===== src/rtl/led_msg_pkg.sv =====
// led_msg_pkg: shared types and helpers for the LED message player.
//   state_e    - playback FSM states (StGap is used only with LED_MSG_GAP_EN)
//   GLYPH_*    - 7-bit ASCII-style glyph codes for building messages
//   clamp_len  - limits a requested message length to the buffer depth
package led_msg_pkg;

   typedef enum logic [1:0] {
      StIdle,
      StShow,
      StGap,
      StDone
   } state_e;

   localparam logic [6:0] GLYPH_SPACE = 7'h20;
   localparam logic [6:0] GLYPH_A     = 7'h41;
   localparam logic [6:0] GLYPH_D     = 7'h44;
   localparam logic [6:0] GLYPH_E     = 7'h45;
   localparam logic [6:0] GLYPH_LC_A  = 7'h61;
   localparam logic [6:0] GLYPH_LC_E  = 7'h65;
   localparam logic [6:0] GLYPH_LC_P  = 7'h70;

   function automatic int unsigned clamp_len(input int unsigned len, input int unsigned depth);
      return (len > depth) ? depth : len;
   endfunction

endpackage


===== src/rtl/led_msg_tick.sv =====
// led_msg_tick: terminal-count divider.
// Counts enabled cycles 0..COUNT-1; tc is high (combinationally) on the enabled cycle
// in which the count is COUNT-1, and the counter wraps to 0 on that cycle.
// Ports:
//   clk - clock
//   rst - synchronous active-high reset
//   en  - count enable (held low while playback is paused)
//   clr - synchronous clear, overrides en
//   tc  - terminal-count pulse
module led_msg_tick #(
   parameter int unsigned COUNT = 4
) (
   input  logic clk,
   input  logic rst,
   input  logic en,
   input  logic clr,
   output logic tc
);

   // Keep at least one bit so COUNT = 1 still elaborates (tc = en every cycle).
   localparam int unsigned CW = (COUNT > 1) ? $clog2(COUNT) : 1;
   localparam logic [CW-1:0] LAST = CW'(COUNT - 1);

   logic [CW-1:0] cnt_q;

   assign tc = en && (cnt_q == LAST);

   always_ff @(posedge clk) begin
      if (rst || clr) begin
         cnt_q <= '0;
      end else if (en) begin
         cnt_q <= tc ? '0 : cnt_q + 1'b1;
      end
   end

endmodule


===== src/rtl/led_msg_player.sv =====
// led_msg_player: plays a runtime-loaded message of LED_W-bit glyphs onto an LED bank,
// holding each glyph for TICK_CNT clocks, in one-shot or loop mode, with pause and stop.
// Optional macro LED_MSG_GAP_EN: inserts a TICK_CNT/4-cycle blank (IDLE_PAT) between
// glyphs so repeated glyphs remain distinguishable; no gap after the final one-shot glyph.
// Ports:
//   clk, rst          - clock, synchronous active-high reset
//   wr_en/addr/data   - message buffer write port (usable in any state)
//   msg_len, loop     - glyph count and repeat mode, sampled when start is accepted
//   start, pause, stop - playback control (stop > pause > advance)
//   led               - LED drive (all ones after reset)
//   busy, done, wrap  - playing, one-shot completion pulse, loop-restart pulse
module led_msg_player
   import led_msg_pkg::*;
#(
   parameter int unsigned      LED_W    = 7,
   parameter int unsigned      DEPTH    = 64,
   parameter int unsigned      TICK_CNT = 25000000,
   parameter logic [LED_W-1:0] IDLE_PAT = '0
) (
   input  logic                     clk,
   input  logic                     rst,
   input  logic                     wr_en,
   input  logic [$clog2(DEPTH)-1:0] wr_addr,
   input  logic [LED_W-1:0]         wr_data,
   input  logic [$clog2(DEPTH):0]   msg_len,
   input  logic                     loop,
   input  logic                     start,
   input  logic                     pause,
   input  logic                     stop,
   output logic [LED_W-1:0]         led,
   output logic                     busy,
   output logic                     done,
   output logic                     wrap
);

   localparam int unsigned AW = $clog2(DEPTH);
   localparam int unsigned LW = AW + 1;

   logic [LED_W-1:0] mem [DEPTH];

   state_e           state_q, state_d;
   logic [AW-1:0]    idx_q, idx_d;
   logic [LW-1:0]    len_q, len_d;
   logic             loop_q, loop_d;
   logic [LED_W-1:0] led_q, led_d;
   logic             wrap_q, wrap_d;

   logic             last;
   logic [AW-1:0]    nxt_idx;
   logic             tick_tc;

   // Buffer is deliberately not reset.
   always_ff @(posedge clk) begin
      if (wr_en) begin
         mem[wr_addr] <= wr_data;
      end
   end

   led_msg_tick #(
      .COUNT (TICK_CNT)
   ) u_tick (
      .clk (clk),
      .rst (rst),
      .en  ((state_q == StShow) && !pause && !stop),
      .clr (state_q != StShow),
      .tc  (tick_tc)
   );

`ifdef LED_MSG_GAP_EN
   localparam int unsigned GAP_CNT = (TICK_CNT / 4 > 0) ? TICK_CNT / 4 : 1;

   logic gap_tc;

   led_msg_tick #(
      .COUNT (GAP_CNT)
   ) u_gap (
      .clk (clk),
      .rst (rst),
      .en  ((state_q == StGap) && !pause && !stop),
      .clr (state_q != StGap),
      .tc  (gap_tc)
   );
`endif

   // Compare at LW bits so idx = DEPTH-1 never aliases when DEPTH is a power of two.
   assign last    = ({1'b0, idx_q} == (len_q - 1'b1));
   assign nxt_idx = last ? '0 : idx_q + 1'b1;

   always_comb begin
      state_d = state_q;
      idx_d   = idx_q;
      len_d   = len_q;
      loop_d  = loop_q;
      led_d   = led_q;
      wrap_d  = 1'b0;
      unique case (state_q)
         StIdle: begin
            if (start && !stop && (msg_len != '0)) begin
               state_d = StShow;
               idx_d   = '0;
               len_d   = LW'(clamp_len(32'(msg_len), DEPTH));
               loop_d  = loop;
               led_d   = mem[0];
            end
         end
         StShow: begin
            if (stop) begin
               state_d = StIdle;
               led_d   = IDLE_PAT;
            end else if (tick_tc) begin
               if (last && !loop_q) begin
                  state_d = StDone;
                  led_d   = IDLE_PAT;
               end else begin
`ifdef LED_MSG_GAP_EN
                  state_d = StGap;
                  led_d   = IDLE_PAT;
`else
                  idx_d   = nxt_idx;
                  led_d   = mem[nxt_idx];
                  wrap_d  = last;
`endif
               end
            end
         end
`ifdef LED_MSG_GAP_EN
         StGap: begin
            if (stop) begin
               state_d = StIdle;
               led_d   = IDLE_PAT;
            end else if (gap_tc) begin
               state_d = StShow;
               idx_d   = nxt_idx;
               led_d   = mem[nxt_idx];
               wrap_d  = last;
            end
         end
`endif
         StDone: begin
            state_d = StIdle;
         end
         default: begin
            state_d = StIdle;
         end
      endcase
   end

   always_ff @(posedge clk) begin
      if (rst) begin
         state_q <= StIdle;
         idx_q   <= '0;
         len_q   <= '0;
         loop_q  <= 1'b0;
         led_q   <= '1;
         wrap_q  <= 1'b0;
      end else begin
         state_q <= state_d;
         idx_q   <= idx_d;
         len_q   <= len_d;
         loop_q  <= loop_d;
         led_q   <= led_d;
         wrap_q  <= wrap_d;
      end
   end

   assign led  = led_q;
   assign busy = (state_q == StShow) || (state_q == StGap);
   assign done = (state_q == StDone);
   assign wrap = wrap_q;

endmodule

===== config.mk =====
export PLATFORM = sky130hd
export DESIGN_NAME = led_msg_player
export DESIGN_NICKNAME = d
export VERILOG_FILES = /design/src/rtl/led_msg_pkg.sv /design/src/rtl/led_msg_tick.sv /design/src/rtl/led_msg_player.sv
export SDC_FILE = /design/constraint.sdc
export NUM_CORES = 1
export LEC_CHECK = 0
export ABC_CLOCK_PERIOD_IN_PS = 5100
export CAP_MARGIN = 10
export CORE_MARGIN = 2
export CORE_UTILIZATION = 44
export CTS_CLUSTER_DIAMETER = 120
export DETAILED_ROUTE_END_ITERATION = 12
export HOLD_SLACK_MARGIN = 0.05
export PLACE_DENSITY = 0.63
export SLEW_MARGIN = 20
export SYNTH_ARGS = -nofsm -noshare
export SYNTH_HDL_FRONTEND = slang
export SYNTH_SLANG_ARGS = --single-unit

===== constraint.sdc =====
create_clock -name clk -period 5.1 [get_ports clk]
set_input_delay 1.02 -clock clk [delete_from_list [all_inputs] [get_ports clk]]
set_output_delay 1.02 -clock clk [all_outputs]
set_load 0.005 [all_outputs]

==> flow_summary.ini <==
; synthesis and place-and-route metrics
[status]
outcome = complete, no violations

[critical_path]
crit_path_end = led[5]
reg2reg_to = led[5]
worst-setup-path-type = flip-flop to flip-flop
startpoint = len_q[0]
critical_path.top_delay_family = AND-OR/OR-AND gates
crit_slowest_cell = a311oi_2
rr_worst_depth = 11

[yosys]
yosysCellCount = 1499
synthCells = 1499
area_leaders = edfxtp_1, dfxtp_1, nand2_1
ys.flop_type = edfxtp_1
yosys-mux-area-fraction_pct = 3.52
synth_adder_area_share_pct = 0.363
synth-simple-area-share_pct = 10.7

[clock_tree]
cts_tree = built
clockRootBuffer = clkbuf_16

[final_layout]
combGateArea_mm2 = 0.00582
regArea_mm2 = 0.0144
finalNetCount = 1546
most-common-layout-cells = edfxtp_1, nand2_1, nor2_1

[sta]
max_freq_mhz = 233
slew_headroom_pct = 24.9
fin_skew_ns = 0.0365
holdWs_ns = 0.500
worst_slew_pin_slew_ns = 1.12
setup_slack_ns = 0.804
setup_viol = 0

[place]
dp_slack_ns = 0.652
hpwl_um = 32400
routabilityCongestion = 0.821

[pwr]
power_mw = 8.51

[global_routing]
grt_max_degree = 143

[drt]
met2_length_um = 24300
drt_iter0_drc = 1359
first_pass_iters = 6
ant_nets = 0

[floorplan]
die_h_um = 221

[job]
cap_viol_max_count = 0
## how the worst min path moves through the flow
stage / from / cells past startpoint / endpoint / slack (ns)
2_1_floorplan: u_tick.cnt_q[20] / 2 / u_tick.cnt_q[20] / 0.45
3_3_place_gp: u_tick.cnt_q[20] / 2 / u_tick.cnt_q[20] / 0.46
3_5_place_dp: u_tick.cnt_q[22] / 2 / u_tick.cnt_q[22] / 0.50
4_1_cts: u_tick.cnt_q[22] / 2 / u_tick.cnt_q[22] / 0.50
5_1_grt: u_tick.cnt_q[20] / 2 / u_tick.cnt_q[20] / 0.53
6_report: u_tick.cnt_q[22] / 2 / u_tick.cnt_q[22] / 0.50
## cells in the mapped netlist (all sizes together), types with 5 or more instances
master   number
mux2i        48
nand4        12
a31o         12
a311oi        8
nor2b        17
o311a        37
buf          40
and3          6
xnor2        11
nand2b        6
a31oi        10
ha            6
o22a          7
nor4         15
or3          14
a311o         6
inv          15
and2         23
a32oi         8
o21ai        37
a221oi       27
o22ai        28
dfxtp        49
a2111oi      22
a21oi        31
o211ai       10
xor2         20
clkbuf       68
nor3         24
nand2       149
edfxtp      448
o32a          5
nor2        116
a2111o        6
o311ai        5
nor3b         7
mux2          8
a211oi       13
mux4          7
a221o        26
nand3        57
## final cells by class
cell class,instances,share of cell area [%]
inverters,16,0.269
repair buffers,70,2.71
flip-flops and latches,497,62.0
clock inverters,28,1.18
clock buffers,63,5.58
well taps,607,3.26
multi-input cells,878,25.0
## sequential cells by signal (all words and copies together), names as in the netlist
signal,count
mem,448
state_q,2
wrap,1
led,7
idx_q,6
len_q,7
u_tick.cnt_q,25
loop_q,1
## power by group
part,switching (mW),internal (mW)
registers,0.0217,4.47
clock network,1.54,2.01
logic,0.310,0.155
total,1.87,6.64
Figure 1. Routing congestion.
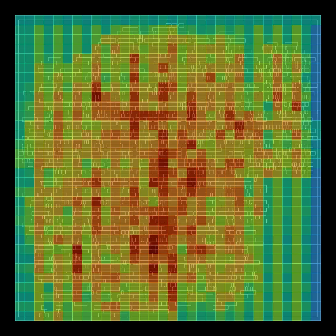
GR Layer Usage met3: 4.24%
Tot GR Track Use: 21.6%
WL/cell: 24.5 µm
end-of-flow core utilization: 50.1%
GR peak layer: met2

Figure 2. Signal wires by layer.
The bar under the picture is 50 µm long. Only two layers are drawn.
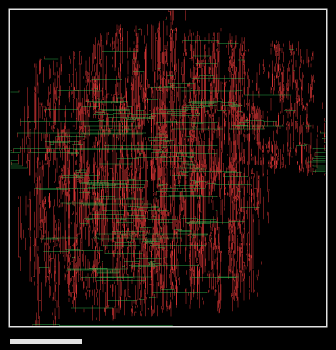
- green: M3 (wire length 4160 µm)
- red: M2 (wire length 24.3 mm)
Via Count: 13040
Detailed Route WL: 52900 µm

Power and IR drop assume default switching activity.
